Fig. 1: where the registers sit
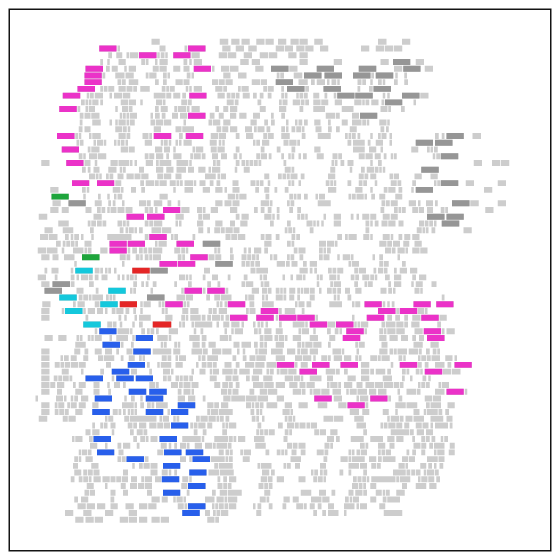
Fig. 2: congestion heat map
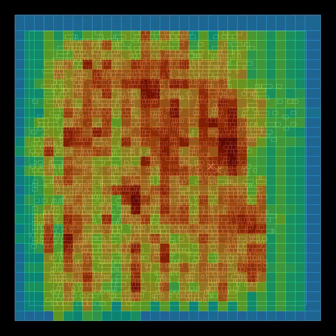
Fig. 3: selected gate families
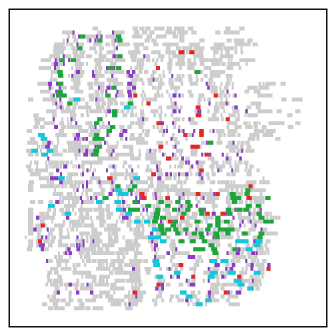
## src/rtl/muldiv_unit_pkg.sv

```systemverilog
// -----------------------------------------------------------------------------
// muldiv_unit_pkg
// Shared constants for the iterative RV32M multiply/divide unit:
//   - MDOP_* opcodes (equal to the instruction funct3 field)
//   - FSM state encoding
//   - iteration count and the operand width
//   - md_mag(): two's-complement magnitude helper used when latching operands
// -----------------------------------------------------------------------------
package muldiv_unit_pkg;

    localparam int XLEN     = 32;
    localparam int MD_ITERS = 32;

    localparam logic [2:0] MDOP_MUL    = 3'b000;
    localparam logic [2:0] MDOP_MULH   = 3'b001;
    localparam logic [2:0] MDOP_MULHSU = 3'b010;
    localparam logic [2:0] MDOP_MULHU  = 3'b011;
    localparam logic [2:0] MDOP_DIV    = 3'b100;
    localparam logic [2:0] MDOP_DIVU   = 3'b101;
    localparam logic [2:0] MDOP_REM    = 3'b110;
    localparam logic [2:0] MDOP_REMU   = 3'b111;

    typedef enum logic [1:0] {
        MD_IDLE = 2'd0,
        MD_BUSY = 2'd1,
        MD_FIX  = 2'd2,
        MD_DONE = 2'd3
    } md_state_t;

    // Magnitude of v when it is interpreted as signed; v unchanged otherwise.
    // 0x80000000 maps to itself, which is the correct unsigned magnitude.
    function automatic logic [XLEN-1:0] md_mag(input logic [XLEN-1:0] v,
                                                input logic            is_signed);
        return (is_signed && v[XLEN-1]) ? ({XLEN{1'b0}} - v) : v;
    endfunction

endpackage

```

## src/rtl/muldiv_unit_if.sv

```systemverilog
// -----------------------------------------------------------------------------
// muldiv_unit_if
// Request/response bundle between the execute stage (master) and the
// multiply/divide unit (slave).
//
// Handshake: the master raises start with op/a/b for one cycle; the request
// is taken on that rising edge only if the unit is idle (busy low) and flush
// is low, otherwise it is dropped, never queued. The unit then holds busy
// until the result cycle, pulses valid for exactly one cycle with result,
// and keeps result stable until the next accepted request. flush kills any
// in-flight request without producing valid.
//
// Signals:
//   start  (m->s) request strobe
//   op     (m->s) MDOP_* opcode
//   a, b   (m->s) rs1 / rs2 operands
//   flush  (m->s) pipeline kill
//   busy   (s->m) operation in flight
//   valid  (s->m) one-cycle result strobe
//   result (s->m) registered result
// -----------------------------------------------------------------------------
interface muldiv_unit_if;
    import muldiv_unit_pkg::*;

    logic            start;
    logic [2:0]      op;
    logic [XLEN-1:0] a;
    logic [XLEN-1:0] b;
    logic            flush;
    logic            busy;
    logic            valid;
    logic [XLEN-1:0] result;

    modport master (
        output start, op, a, b, flush,
        input  busy, valid, result
    );

    modport slave (
        input  start, op, a, b, flush,
        output busy, valid, result
    );

endinterface

```

## src/rtl/muldiv_unit.sv

```systemverilog
// -----------------------------------------------------------------------------
// muldiv_unit
// Iterative RV32M multiply/divide unit. A 32-step shift-add multiply or a
// 32-step restoring divide runs on unsigned magnitudes; a final FIX cycle
// applies the result sign and selects the requested half / quotient /
// remainder. Divide-by-zero and signed overflow finish on the accepting edge.
//
// Ports:
//   clk          rising-edge clock
//   rst          synchronous active-high reset
//   bus          muldiv_unit_if.slave (start/op/a/b/flush in, busy/valid/result out)
//   o_dbg_state  current FSM state
// -----------------------------------------------------------------------------
module muldiv_unit
    import muldiv_unit_pkg::*;
(
    input  logic                clk,
    input  logic                rst,
    muldiv_unit_if.slave        bus,
    output md_state_t           o_dbg_state
);

    md_state_t         r_state;
    logic [2:0]        r_op;
    // Multiply: {partial product high, multiplier}; divide: {remainder, dividend/quotient}.
    logic [2*XLEN-1:0] r_acc;
    // Multiplicand or divisor magnitude.
    logic [XLEN-1:0]   r_opnd;
    // Product sign for multiply, quotient sign for divide.
    logic              r_neg_lo;
    logic              r_neg_rem;
    logic [5:0]        r_cnt;
    logic              r_busy;
    logic              r_valid;
    logic [XLEN-1:0]   r_result;

    // ---------------------------------------------------------------- accept
    logic            w_a_signed;
    logic            w_b_signed;
    logic [XLEN-1:0] w_a_mag;
    logic [XLEN-1:0] w_b_mag;
    logic            w_div_zero;
    logic            w_div_ovf;
    logic [XLEN-1:0] w_special_res;

    always_comb begin
        w_a_signed = (bus.op == MDOP_MULH) || (bus.op == MDOP_MULHSU) ||
                     (bus.op == MDOP_DIV)  || (bus.op == MDOP_REM);
        w_b_signed = (bus.op == MDOP_MULH) ||
                     (bus.op == MDOP_DIV)  || (bus.op == MDOP_REM);
        w_a_mag    = md_mag(bus.a, w_a_signed);
        w_b_mag    = md_mag(bus.b, w_b_signed);
        w_div_zero = bus.op[2] && (bus.b == '0);
        w_div_ovf  = ((bus.op == MDOP_DIV) || (bus.op == MDOP_REM)) &&
                     (bus.a == {1'b1, {(XLEN-1){1'b0}}}) &&
                     (bus.b == {XLEN{1'b1}});

        w_special_res = '0;
        if (w_div_zero) begin
            // op[1] distinguishes REM/REMU from DIV/DIVU.
            w_special_res = bus.op[1] ? bus.a : {XLEN{1'b1}};
        end else if (w_div_ovf) begin
            w_special_res = bus.op[1] ? '0 : {1'b1, {(XLEN-1){1'b0}}};
        end
    end

    // ------------------------------------------------------- shared datapath
    // One 33-bit adder: add for multiply, subtract for divide.
    logic [XLEN:0]     w_add_x;
    logic [XLEN:0]     w_add_y;
    logic [XLEN:0]     w_sum;
    logic [2*XLEN-1:0] w_acc_next;

    always_comb begin
        w_add_x = r_op[2] ? r_acc[2*XLEN-1:XLEN-1] : {1'b0, r_acc[2*XLEN-1:XLEN]};
        w_add_y = {1'b0, r_opnd};
        w_sum   = r_op[2] ? (w_add_x - w_add_y) : (w_add_x + w_add_y);

        if (r_op[2]) begin
            // Restoring step: keep the difference when it did not go negative.
            if (w_sum[XLEN]) begin
                w_acc_next = {r_acc[2*XLEN-2:0], 1'b0};
            end else begin
                w_acc_next = {w_sum[XLEN-1:0], r_acc[XLEN-2:0], 1'b1};
            end
        end else begin
            // Shift-add step: the adder carry becomes the new product MSB.
            if (r_acc[0]) begin
                w_acc_next = {w_sum, r_acc[XLEN-1:1]};
            end else begin
                w_acc_next = {1'b0, r_acc[2*XLEN-1:1]};
            end
        end
    end

    // ---------------------------------------------------------------- fix-up
    logic [2*XLEN-1:0] w_prod;
    logic [XLEN-1:0]   w_quot;
    logic [XLEN-1:0]   w_rem;
    logic [XLEN-1:0]   w_fix_res;

    always_comb begin
        w_prod = r_neg_lo  ? ({(2*XLEN){1'b0}} - r_acc) : r_acc;
        w_quot = r_neg_lo  ? ({XLEN{1'b0}} - r_acc[XLEN-1:0]) : r_acc[XLEN-1:0];
        w_rem  = r_neg_rem ? ({XLEN{1'b0}} - r_acc[2*XLEN-1:XLEN]) : r_acc[2*XLEN-1:XLEN];

        w_fix_res = '0;
        case (r_op)
            MDOP_MUL:                          w_fix_res = w_prod[XLEN-1:0];
            MDOP_MULH, MDOP_MULHSU, MDOP_MULHU: w_fix_res = w_prod[2*XLEN-1:XLEN];
            MDOP_DIV, MDOP_DIVU:               w_fix_res = w_quot;
            MDOP_REM, MDOP_REMU:               w_fix_res = w_rem;
            default:                           w_fix_res = '0;
        endcase
    end

    // ------------------------------------------------------------------- FSM
    always_ff @(posedge clk) begin
        if (rst) begin
            r_state   <= MD_IDLE;
            r_op      <= MDOP_MUL;
            r_acc     <= '0;
            r_opnd    <= '0;
            r_neg_lo  <= 1'b0;
            r_neg_rem <= 1'b0;
            r_cnt     <= '0;
            r_busy    <= 1'b0;
            r_valid   <= 1'b0;
            r_result  <= '0;
        end else if (bus.flush) begin
            // Kill: back to idle, no strobe, result untouched.
            r_state <= MD_IDLE;
            r_busy  <= 1'b0;
            r_valid <= 1'b0;
        end else begin
            case (r_state)
                MD_IDLE: begin
                    r_valid <= 1'b0;
                    if (bus.start) begin
                        r_op      <= bus.op;
                        r_acc     <= {{XLEN{1'b0}}, w_a_mag};
                        r_opnd    <= w_b_mag;
                        r_neg_lo  <= (w_a_signed & bus.a[XLEN-1]) ^ (w_b_signed & bus.b[XLEN-1]);
                        r_neg_rem <= w_a_signed & bus.a[XLEN-1];
                        r_cnt     <= '0;
                        r_busy    <= 1'b1;
                        if (w_div_zero || w_div_ovf) begin
                            r_result <= w_special_res;
                            r_valid  <= 1'b1;
                            r_state  <= MD_DONE;
                        end else begin
                            r_state  <= MD_BUSY;
                        end
                    end
                end
                MD_BUSY: begin
                    r_acc <= w_acc_next;
                    r_cnt <= r_cnt + 6'd1;
                    if (r_cnt == 6'(MD_ITERS - 1)) begin
                        r_state <= MD_FIX;
                    end
                end
                MD_FIX: begin
                    r_result <= w_fix_res;
                    r_valid  <= 1'b1;
                    r_state  <= MD_DONE;
                end
                MD_DONE: begin
                    r_valid <= 1'b0;
                    r_busy  <= 1'b0;
                    r_state <= MD_IDLE;
                end
                default: begin
                    r_state <= MD_IDLE;
                    r_busy  <= 1'b0;
                    r_valid <= 1'b0;
                end
            endcase
        end
    end

    assign bus.busy    = r_busy;
    assign bus.valid   = r_valid;
    assign bus.result  = r_result;
    assign o_dbg_state = r_state;

endmodule

```

## src/flat_wrapper.sv

```systemverilog
// flat-port wrapper written by rule: the top's interface ports become plain ports
module muldiv_unit_flat import muldiv_unit_pkg::*;
  (clk, rst, o_dbg_state, bus_start, bus_op, bus_a, bus_b, bus_flush, bus_busy, bus_valid, bus_result);
  muldiv_unit_if bus_i ();
  input  logic clk;
  input  logic rst;
  output md_state_t o_dbg_state;
  input wire logic [$bits(bus_i.start)-1:0] bus_start;
  input wire logic [$bits(bus_i.op)-1:0] bus_op;
  input wire logic [$bits(bus_i.a)-1:0] bus_a;
  input wire logic [$bits(bus_i.b)-1:0] bus_b;
  input wire logic [$bits(bus_i.flush)-1:0] bus_flush;
  output wire logic [$bits(bus_i.busy)-1:0] bus_busy;
  output wire logic [$bits(bus_i.valid)-1:0] bus_valid;
  output wire logic [$bits(bus_i.result)-1:0] bus_result;
  assign bus_i.start = bus_start;
  assign bus_i.op = bus_op;
  assign bus_i.a = bus_a;
  assign bus_i.b = bus_b;
  assign bus_i.flush = bus_flush;
  assign bus_busy = bus_i.busy;
  assign bus_valid = bus_i.valid;
  assign bus_result = bus_i.result;
  muldiv_unit u_core (.clk(clk), .rst(rst), .bus(bus_i), .o_dbg_state(o_dbg_state));
endmodule
```

## config.mk

```make
export PLATFORM = sky130hd
export DESIGN_NAME = muldiv_unit_flat
export DESIGN_NICKNAME = d
export VERILOG_FILES = /design/src/rtl/muldiv_unit_pkg.sv /design/src/rtl/muldiv_unit_if.sv /design/src/rtl/muldiv_unit.sv /design/src/flat_wrapper.sv
export SDC_FILE = /design/constraint.sdc
export NUM_CORES = 1
export LEC_CHECK = 0
export ABC_CLOCK_PERIOD_IN_PS = 4900
export CAP_MARGIN = 20
export CORE_MARGIN = 10
export CORE_UTILIZATION = 35
export CTS_BUF_LIST = sky130_fd_sc_hd__clkbuf_8
export DETAILED_ROUTE_END_ITERATION = 6
export GPL_TIMING_DRIVEN = 0
export SLEW_MARGIN = 20
export SYNTH_ARGS = -nofsm -noshare
export SYNTH_HDL_FRONTEND = slang
export SYNTH_SLANG_ARGS = --single-unit
```

## constraint.sdc

```tcl
create_clock -name clk -period 4.9 [get_ports clk]
set_clock_uncertainty 0.1 [all_clocks]
set_input_delay 0.98 -clock clk [delete_from_list [all_inputs] [get_ports clk]]
set_output_delay 0.98 -clock clk [all_outputs]
set_load 0.01 [all_outputs]
```

==> impl_metrics.csv <==
group,metric,value,unit
cells_and_area,layout_top_cell,"nand2_1",
timing,fmax,0.209,GHz
setup_path,crit_arrival,5.03,ns
logic_synthesis,mux_share,8.39,%
logic_synthesis,syn_inst,1922,
power,p_switching,1.68,mW
setup_path,start_kind,"input pin",
die,fp-utilization,35.5,%
logic_synthesis,yosysUniqueCellTypes,73,
cells_and_area,nNonClkInverters,42,
die,die_x,218,µm
logic_synthesis,synth-edff-count,0,
power,power.internal,2.25,mW
cells_and_area,area_growth,17.4,%
timing,finalSetupTns,0,ns
power,power_frac_seq,33.4,%
worst_hold_path,holdCritPathClass,"register to register",
setup_path,path_buffers,3,
logic_synthesis,compound_area_share,27.6,%
drt,post_drt_via_cell_ratio,6.05,
outcome,violations,"DRC",
cts,cts_root_buffer,"clkbuf_8",
die,die-area,47600,µm²
cells_and_area,seq_area_share,17.7,%
place,dp_slack,-1.72,ns
timing,worst_slack,0.120,ns
grt,grt_pass1_wl,90400,µm
logic_synthesis,xor_area_share,11.0,%
drt,drt-initial-drc-count,1688,
cells_and_area,clockNetworkAreaShare,2.42,%
cells_and_area,buffers,260,
drt,vias,15599,
grt,grt_usage,24.4,%
power,power_density,243,nW/µm²
setup_path,crit_path_end_kind,"register",
drt,drtPass1Iterations,7,
timing,max_slew_margin,18.9,%
job,tool_warnings,31,
logic_synthesis,async_reset_ff_share,0,%
outcome,status,"finished, violations left",
place,io_buffers,104,
logic_synthesis,synthTopCellsByCount,"nand2_1, nor2_1, a21oi_1",
die,std_cell_rows,72,
logic_synthesis,ys_sh_adder,4.15,%
power,fin_total_pwr,3.92,mW
cells_and_area,fin_cells,2577,
setup_path,crit_path_top_delay_cell,"or4b_2",
power,maxPowerGroup,"combinational logic",
cells_and_area,fin_area,16100,µm²
setup_path,cp_cell_sequence,"clkdlybuf4s50_1, or4b_2, nor4_1, nand4_1, o41ai_4, nor2_2, or3_1, buf_2, buf_1, a311oi_2, nor3_1",
setup_path,critPathKind,"input pin to register",
place,post-dp-hpwl,48200,µm
power,vdd_drop_max,0.170,mV
cts,ctsLongestPathBuffers,2,
logic_synthesis,synth_flops,143,
timing,fin_hold_ws,0.393,ns
cells_and_area,regArea,2860,µm²
power,pwr-share-clk,25.4,%
power,pg_comb,1.61,mW
power,p_comb_share,41.1,%
drt,drc,7,
timing,max_slew.worst_pin.slew,1.21,ns
cts,cts_tree,"yes",
cells_and_area,mostFrequentLayoutCells,"nand2_1, nor2_1, a21oi_1, o21ai_0, dfxtp_1",
power,pg_seq,1.31,mW
logic_synthesis,top_cell_area_share,20.8,%
cells_and_area,regMostFlops,"u_core.r_acc",
cts,clk_pin_slew,0.10,ns
logic_synthesis,synth-main-ff-cell,"dfxtp_1",
setup_path,crit_fanout,10,
place,placed_area,15400,µm²
cells_and_area,buf_share,10.6,%
drt,postRouteAntennaNets,0,
grt,grt_pass1_vias,14588,
timing,setup_viol,0,
timing,finalCritPeriodShare,97.6,%
logic_synthesis,yosys.area.top_type,"dfxtp_1",
cells_and_area,fin_nets,2161,
logic_synthesis,synth-simple-area-share,22.6,%
setup_path,critPathTopFamily,"simple AND/OR/NAND/NOR gates",
cells_and_area,largestClassByArea,"logic gates",
timing,slew_violations,0,
die,die_h,218,µm
logic_synthesis,logic_family,"AND-OR/OR-AND gates",
cts,clk_latency,0.50,ns
cells_and_area,nClkBuffers,18,
About Fig. 1:
| colour | netlist name | sequential cells |
|---|---|---|
| magenta | u_core.r_acc | 64 |
| red | u_core.r_op | 3 |
| cyan | u_core.r_cnt | 6 |
| blue | u_core.r_opnd | 32 |
| green | u_core.o_dbg_state | 2 |

About Fig. 2:
fin util: 41.7%
wire per inst: 23.4 µm

About Fig. 3:
| colour | family | cells |
|---|---|---|
| red | AND-OR and OR-AND gates | 41 |
| cyan | adder and majority cells | 45 |
| green | multiplexers | 111 |
| purple | NAND gates | 284 |

-- routing by layer --
metal,routed length (µm),global-route usage (%)
met5,13,0
met4,1770,7.91
met3,5200,4.17
met2,26900,38.3
met1,26500,33.1
-- worst paths after layout --
kind / from / end / depth (start not counted) / slack, ns
setup / recovery: bus_a[28] / u_core.bus.result[5] / 11 / 0.12
hold / removal: u_core.bus.valid / u_core.bus.valid / 2 / 0.39
setup reg to reg: u_core.r_op[2] / u_core.r_acc[45] / 17 / 0.18
hold reg to reg: u_core.bus.valid / u_core.bus.valid / 2 / 0.39
Power is estimated from default activity; no workload was simulated.
